`src/rtl/lif_array_scheduler.sv`:
```
// ============================================================================
// Module      : lif_array_scheduler
// Description : Time-multiplexed leaky integrate-and-fire update across 2**IDX_W
//               neurons held in an internal register file, with valid/ready
//               current fetch and spike emission.
// Revision    : 1.0 - initial release
// ============================================================================
`default_nettype none

module lif_array_scheduler #(
  parameter int             IDX_W    = 2,
  parameter logic [7:0]     THR_RST  = 8'd200,
  parameter logic [2:0]     LEAK_RST = 3'd1
) (
  input  logic             clk,
  input  logic             reset_n,
  input  logic             step,
  input  logic             cfg_we,
  input  logic [7:0]       cfg_thr,
  input  logic [2:0]       cfg_leak,
  input  logic             cur_valid,
  input  logic [7:0]       cur_data,
  output logic             cur_ready,
  output logic [IDX_W-1:0] cur_idx,
  output logic             spk_valid,
  output logic [IDX_W-1:0] spk_id,
  input  logic             spk_ready,
  output logic             busy,
  output logic             done
);

  localparam int               c_N    = 2 ** IDX_W;
  localparam logic [IDX_W-1:0] c_LAST = '1;

  typedef enum logic [1:0] {
    S_IDLE  = 2'd0,
    S_FETCH = 2'd1,
    S_EMIT  = 2'd2,
    S_DONE  = 2'd3
  } state_t;

  state_t           r_fsm;
  logic [IDX_W-1:0] r_idx;
  logic [7:0]       r_mem [c_N];
  logic [7:0]       r_thr;
  logic [2:0]       r_leak;
  logic             r_cur_ready;
  logic             r_spk_valid;
  logic [IDX_W-1:0] r_spk_id;
  logic             r_busy;
  logic             r_done;

  logic [7:0]       w_leaked;
  logic [8:0]       w_sum;
  logic [7:0]       w_sat;
  logic             w_fire;
  logic             w_last;
  logic             w_cur_hs;

  // Integration works on the freshly summed value, so the spike decision
  // sees the current input in the same cycle it is accepted.
  assign w_leaked = r_mem[r_idx] >> r_leak;
  assign w_sum    = {1'b0, cur_data} + {1'b0, w_leaked};
  assign w_sat    = w_sum[8] ? 8'hFF : w_sum[7:0];
  assign w_fire   = (w_sat >= r_thr);
  assign w_last   = (r_idx == c_LAST);
  assign w_cur_hs = cur_valid && r_cur_ready;

  always_ff @(posedge clk) begin
    if (!reset_n) begin
      r_fsm       <= S_IDLE;
      r_idx       <= '0;
      r_thr       <= THR_RST;
      r_leak      <= LEAK_RST;
      r_cur_ready <= 1'b0;
      r_spk_valid <= 1'b0;
      r_spk_id    <= '0;
      r_busy      <= 1'b0;
      r_done      <= 1'b0;
      for (int i = 0; i < c_N; i++) begin
        r_mem[i] <= '0;
      end
    end else begin
      case (r_fsm)
        S_IDLE: begin
          if (cfg_we) begin
            r_thr  <= cfg_thr;
            r_leak <= cfg_leak;
          end
          if (step) begin
            r_idx       <= '0;
            r_fsm       <= S_FETCH;
            r_cur_ready <= 1'b1;
            r_busy      <= 1'b1;
          end
        end

        S_FETCH: begin
          if (w_cur_hs) begin
            if (w_fire) begin
              r_mem[r_idx] <= '0;
              r_spk_id     <= r_idx;
              r_spk_valid  <= 1'b1;
              r_cur_ready  <= 1'b0;
              r_fsm        <= S_EMIT;
            end else begin
              r_mem[r_idx] <= w_sat;
              if (w_last) begin
                r_cur_ready <= 1'b0;
                r_done      <= 1'b1;
                r_fsm       <= S_DONE;
              end else begin
                r_idx <= r_idx + 1'b1;
              end
            end
          end
        end

        S_EMIT: begin
          // spk_id stays put until the router takes it; no timeout.
          if (spk_ready) begin
            r_spk_valid <= 1'b0;
            if (w_last) begin
              r_done <= 1'b1;
              r_fsm  <= S_DONE;
            end else begin
              r_idx       <= r_idx + 1'b1;
              r_cur_ready <= 1'b1;
              r_fsm       <= S_FETCH;
            end
          end
        end

        S_DONE: begin
          r_done <= 1'b0;
          r_busy <= 1'b0;
          r_fsm  <= S_IDLE;
        end

        default: begin
          r_fsm <= S_IDLE;
        end
      endcase
    end
  end

  assign cur_ready = r_cur_ready;
  assign cur_idx   = r_idx;
  assign spk_valid = r_spk_valid;
  assign spk_id    = r_spk_id;
  assign busy      = r_busy;
  assign done      = r_done;

endmodule

`default_nettype wire

```
`config.mk`:
```
export PLATFORM = sky130hd
export DESIGN_NAME = lif_array_scheduler
export DESIGN_NICKNAME = d
export VERILOG_FILES = /design/src/rtl/lif_array_scheduler.sv
export SDC_FILE = /design/constraint.sdc
export NUM_CORES = 1
export LEC_CHECK = 0
export CAP_MARGIN = 15
export CORE_UTILIZATION = 50
export DETAILED_ROUTE_END_ITERATION = 12
export GPL_TIMING_DRIVEN = 1
export MAX_ROUTING_LAYER = met4
export PLACE_DENSITY = 0.77
export SETUP_SLACK_MARGIN = 0.05
export SKIP_CTS_REPAIR_TIMING = 1
export SLEW_MARGIN = 20
export SYNTH_ARGS = -nofsm -noshare
export SYNTH_HDL_FRONTEND = slang
export SYNTH_SLANG_ARGS = --single-unit
```
`constraint.sdc`:
```
create_clock -name clk -period 5.7 [get_ports clk]
set_clock_uncertainty 0.1 [all_clocks]
set_input_delay 1.14 -clock clk [delete_from_list [all_inputs] [get_ports clk]]
set_output_delay 1.14 -clock clk [all_outputs]
set_load 0.02 [all_outputs]
```
Run 1, signal wires on met1:
The bar under the picture is 20 um long.
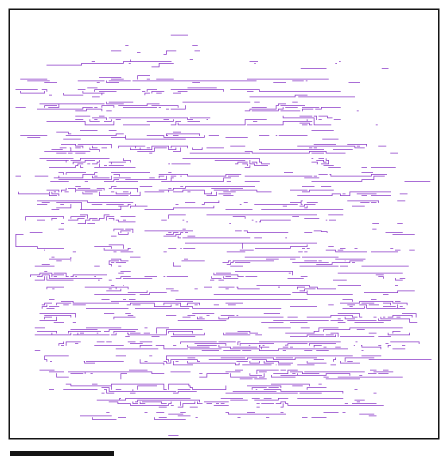
The wires run mostly horizontal. The layer holds 44% of the routed length. The layer carries 3180 um of wire. The longest straight run is 35.9 um.
DRT Wirelength: 7254 um
met1 Usage GRT: 0.3170
Vias: 2628

Run 1, M2 wires:
The bar under the picture is 20 um long. Cells faint in the background.
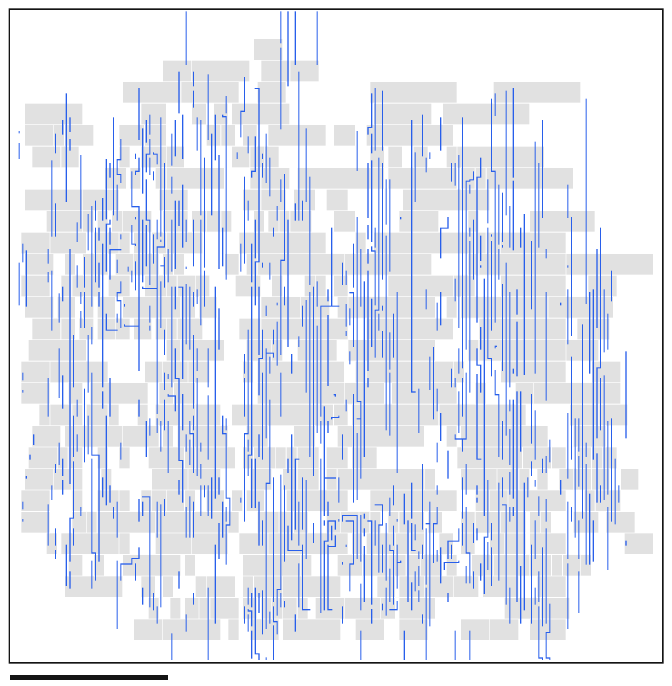
352 nets have wire on it. The layer carries 3570 um of wire. The wires run mostly vertical. The longest straight run is 34.3 um.
GRT met2 Usage: 0.3992

Run 1, M3 wires:
The bar under the picture is 20 um long. Cells faint in the background.
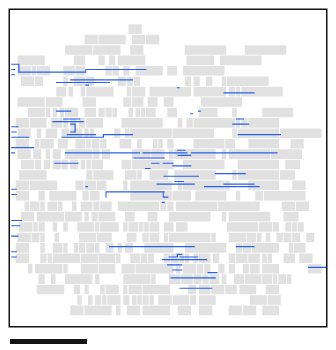
The layer holds 5.5% of the routed length. The wires run mostly horizontal.
met3 GRT Util: 0.03736

Run 1, routing congestion:
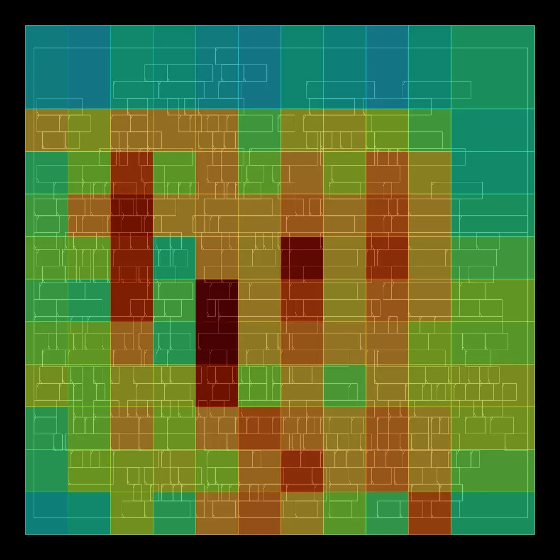
GRT Total Usage: 0.2470
final core utilization: 0.6281

==> run_results.csv, run 1 <==
group,metric,value,unit
cells_and_area,comb_share,0.4399,
critical_path,criticalPathCategory,"reg2reg",
synth,synth-xor-area-share,0.008105,
final_timing,rsz0062_at_grt,"false",
final_timing,fin_crit,5.234,ns
final_timing,fin_ws,0.4662,ns
synth,simple_gate_share,0.1690,
clock_network,clkTransAtPathRegs,0.11,ns
cells_and_area,nonClkBufAreaFrac,0.1150,
power_and_ir_drop,combinationalPower,1.00,mW
outcome,status,"finished, final reports clean",
cells_and_area,area_delta_synth_final,18.10,%
cells_and_area,nClkBuffers,5,
power_and_ir_drop,power_frac_seq,0.303,
drt,drtIter0Drc,234,
drt,wl_met1,3179,um
synth,flop_cell,"edfxtp_1",
worst_hold_path,min_to,"r_thr[4]",
placed_design,placed_cells,436,
power_and_ir_drop,p_clk_frac,0.130,
run 1: per-layer routing:
metal,up-vias,global-route usage
li1,1276,-
met1,1238,0.3170
met2,102,0.3992
met3,12,0.03736
met4,0,0.08621
met5,-,-
run 1: worst max-delay path by stage:
stage | startpoint | to | slack (ns) | depth (start not counted)
after global routing | register | r_mem[3][6] | 0.07 | 19
after detailed placement | register | r_mem[3][2] | 0.20 | 18
after global placement | register | r_mem[3][4] | 0.44 | 18
after CTS | register | r_mem[3][6] | 0.15 | 18
final | register | r_mem[3][6] | 0.47 | 18
after floorplan | register | r_mem[3][6] | 0.68 | 19
run 1: critical path, delay by kind of cell, from the launching register on:
kind            cells  cell delay [ns]
compound gates      6             1.63
fa+ha+maj           3             0.72
buf+inv             2             0.15
flops               1             0.45
mux                 3             0.95
simple gates        4             1.06
--- run 2 (diff from run 1) ---
--- a/config.mk
+++ b/config.mk
@@ -10,7 +10,7 @@
 export DETAILED_ROUTE_END_ITERATION = 12
 export GPL_TIMING_DRIVEN = 1
 export MAX_ROUTING_LAYER = met4
-export PLACE_DENSITY = 0.77
+export PLACE_DENSITY = 0.72
 export SETUP_SLACK_MARGIN = 0.05
 export SKIP_CTS_REPAIR_TIMING = 1
 export SLEW_MARGIN = 20
Run 2, routing congestion:
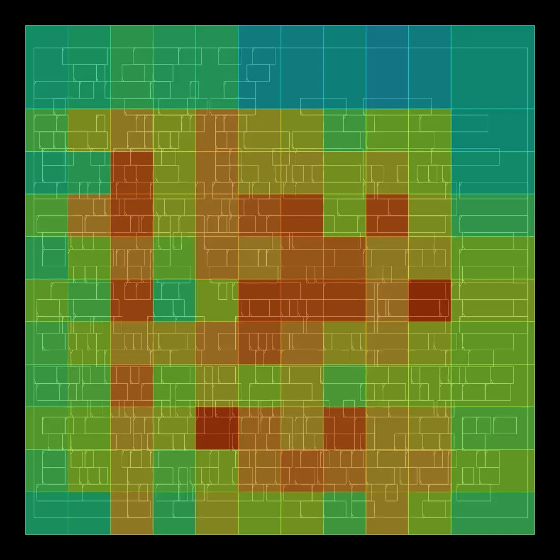
final core utilization: 0.6264
met1 Usage GRT: 0.3197

==> run_results.csv, run 2 <==
group,metric,value,unit
cells_and_area,area_delta_synth_final,17.79,%
final_timing,hold_violations,0,
clock_network,clkTransAtPathRegs,0.11,ns
placed_design,placed_cells,434,
cells_and_area,fin_cells,442,
final_timing,fin_crit,5.258,ns
drt,drtIter0Drc,155,
synth,ys_seq_frac,0.4384,
global_route,met3_usage,0.03297,
drt,wl,7290,um
final_timing,fin_ws,0.4425,ns
drt,vias,2570,
final_timing,rsz0062_at_grt,"false",
synth,edf_count,32,
critical_path,path_buffers,3,
critical_path,cp_top_family,"AND-OR/OR-AND gates",
synth,synth-xor-area-share,0.008105,
synth,flop_cell,"edfxtp_1",
drt,postRouteAntennaNets,0,
synth,ys_types,58,
outcome,status,"finished, final reports clean",
synth,syn_inst,327,
global_route,top_usage_layer,"met2",
[run 2: worst paths after layout]
check	startpoint	end	slack, ns	cells after the start
worst min-delay path	spk_valid	spk_valid	0.36	2
worst min register to register	spk_valid	spk_valid	0.36	2
worst max-delay path	register	spk_valid	0.44	20
worst max register to register	register	spk_valid	0.44	20
[run 2: layout make-up]
type                            count  area, sq um
Clock buffer                        5        68.82
Clock inverter                      3        28.78
Fill cell                         534         2277
Inverter                           24        90.09
Multi-Input combinational cell    234         1689
Sequential cell                    55         1423
Tap cell                           75        93.84
Timing Repair Buffer               46        425.4
[run 2: report_power, final]
group,internal [mW],total (mW),switching [mW]
Combinational,0.425,1.00,0.576
Sequential,0.470,0.528,0.0575
Clock,0.0914,0.232,0.140
Total,0.987,1.76,0.773
--- run 3 (diff from run 2) ---
--- a/config.mk
+++ b/config.mk
@@ -5,12 +5,13 @@
 export SDC_FILE = /design/constraint.sdc
 export NUM_CORES = 1
 export LEC_CHECK = 0
+export ABC_AREA = 1
 export CAP_MARGIN = 15
 export CORE_UTILIZATION = 50
 export DETAILED_ROUTE_END_ITERATION = 12
 export GPL_TIMING_DRIVEN = 1
 export MAX_ROUTING_LAYER = met4
-export PLACE_DENSITY = 0.72
+export PLACE_DENSITY = 0.71
 export SETUP_SLACK_MARGIN = 0.05
 export SKIP_CTS_REPAIR_TIMING = 1
 export SLEW_MARGIN = 20
Run 3, M2 wires:
The bar under the picture is 20 um long. Cells faint in the background.
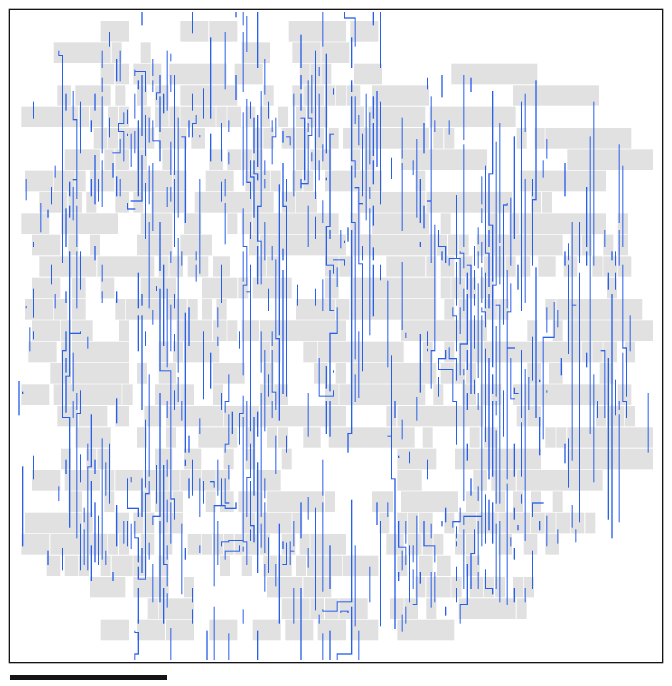
The wires run mostly vertical. The longest straight run is 37.7 um. The layer holds 47% of the routed length.
GRT met2 Usage: 0.3450
DRT Wirelength: 7154 um
Vias: 2741

==> run_results.csv, run 3 <==
group,metric,value,unit
global_route,top_usage_layer,"met2",
die,nWellTaps,77,
outcome,status,"finished, final reports clean",
cells_and_area,regMostFlops,"r_mem",
placed_design,placed_cells,515,
cells_and_area,seq_area_frac,0.3815,
cells_and_area,fin_cells,523,
final_timing,fin_ws,1.250,ns
cells_and_area,comb_share,0.4218,
cells_and_area,biggestCellCategory,"combinational gates",
cells_and_area,n_all_inverters,56,
cells_and_area,flops,55,
synth,flop_cell,"edfxtp_1",
drt,drtIter0Drc,170,
drt,wl_met1,3443,um
global_route,met3_usage,0.03678,
global_route,grt_use_total,0.2240,
cells_and_area,logic_area,1572,sq um
clock_network,numCtsBuffers,5,
cells_and_area,clockNetworkAreaShare,0.02586,
cells_and_area,final_util,0.5868,
cells_and_area,seq_area,1421,sq um
synth,syn_inst,415,
cells_and_area,num-fill-cells,600,
final_timing,hold_violations,0,
cells_and_area,area_delta_synth_final,13.71,%
cells_and_area,n_all_buffers,33,
cells_and_area,nClkBuffers,5,
global_route,grt_overflow_total,0,
final_timing,rsz0062_at_grt,"false",
drt,postRouteAntennaNets,0,
synth,ys_types,38,
final_timing,fin_crit,4.450,ns
cells_and_area,multi_input_comb_cells,294,
synth,ys_seq_frac,0.4338,
critical_path,path_buffers,5,
cells_and_area,nonClkBufAreaFrac,0.08798,
synth,edf_count,32,
[run 3: power by group]
part           switching (mW)  internal [mW]  leakage [nW]
Combinational           0.598          0.334          1.04
Sequential             0.0478          0.470         0.520
Clock                   0.139         0.0905        0.0463
Total                   0.785          0.895          1.60
[run 3: cells by family after synthesis]
family | Yosys count | synth area share
xor gates and xnor gates | 5 | 0.01336
adders and majority gates | 21 | 0.08247
DFF | 55 | 0.4338
AOI/OAI and AO/OA | 68 | 0.1176
buffers and inverters | 66 | 0.08667
and+or+nand+nor | 200 | 0.2661
[run 3: worst paths after layout]
check | start | endpoint | slack (ns) | depth (start not counted)
setup reg to reg | register | r_mem[2][1] | 1.25 | 27
hold / removal | spk_valid | spk_valid | 0.37 | 2
hold reg to reg | spk_valid | spk_valid | 0.37 | 2
setup / recovery | register | r_mem[2][1] | 1.25 | 27

==> layout pictures side by side <==
Cell area per tile.
8 x 8 tiles, from white (low) to dark blue (high), 0 to 100% covered.
image #1
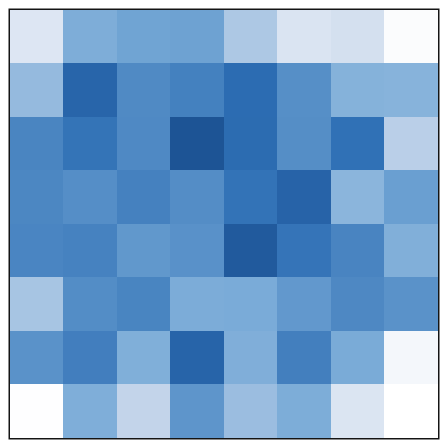
image #2
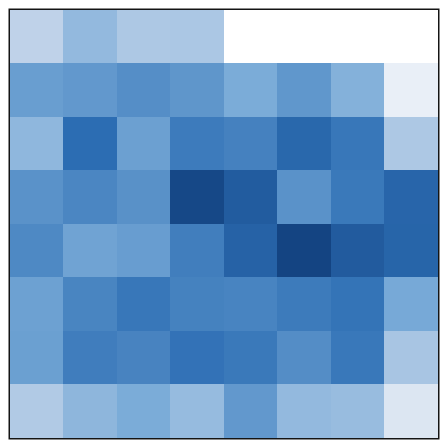
image #1 -> run 3
image #2 -> run 2

No activity file was given, so power comes from the tool's default toggle rates.
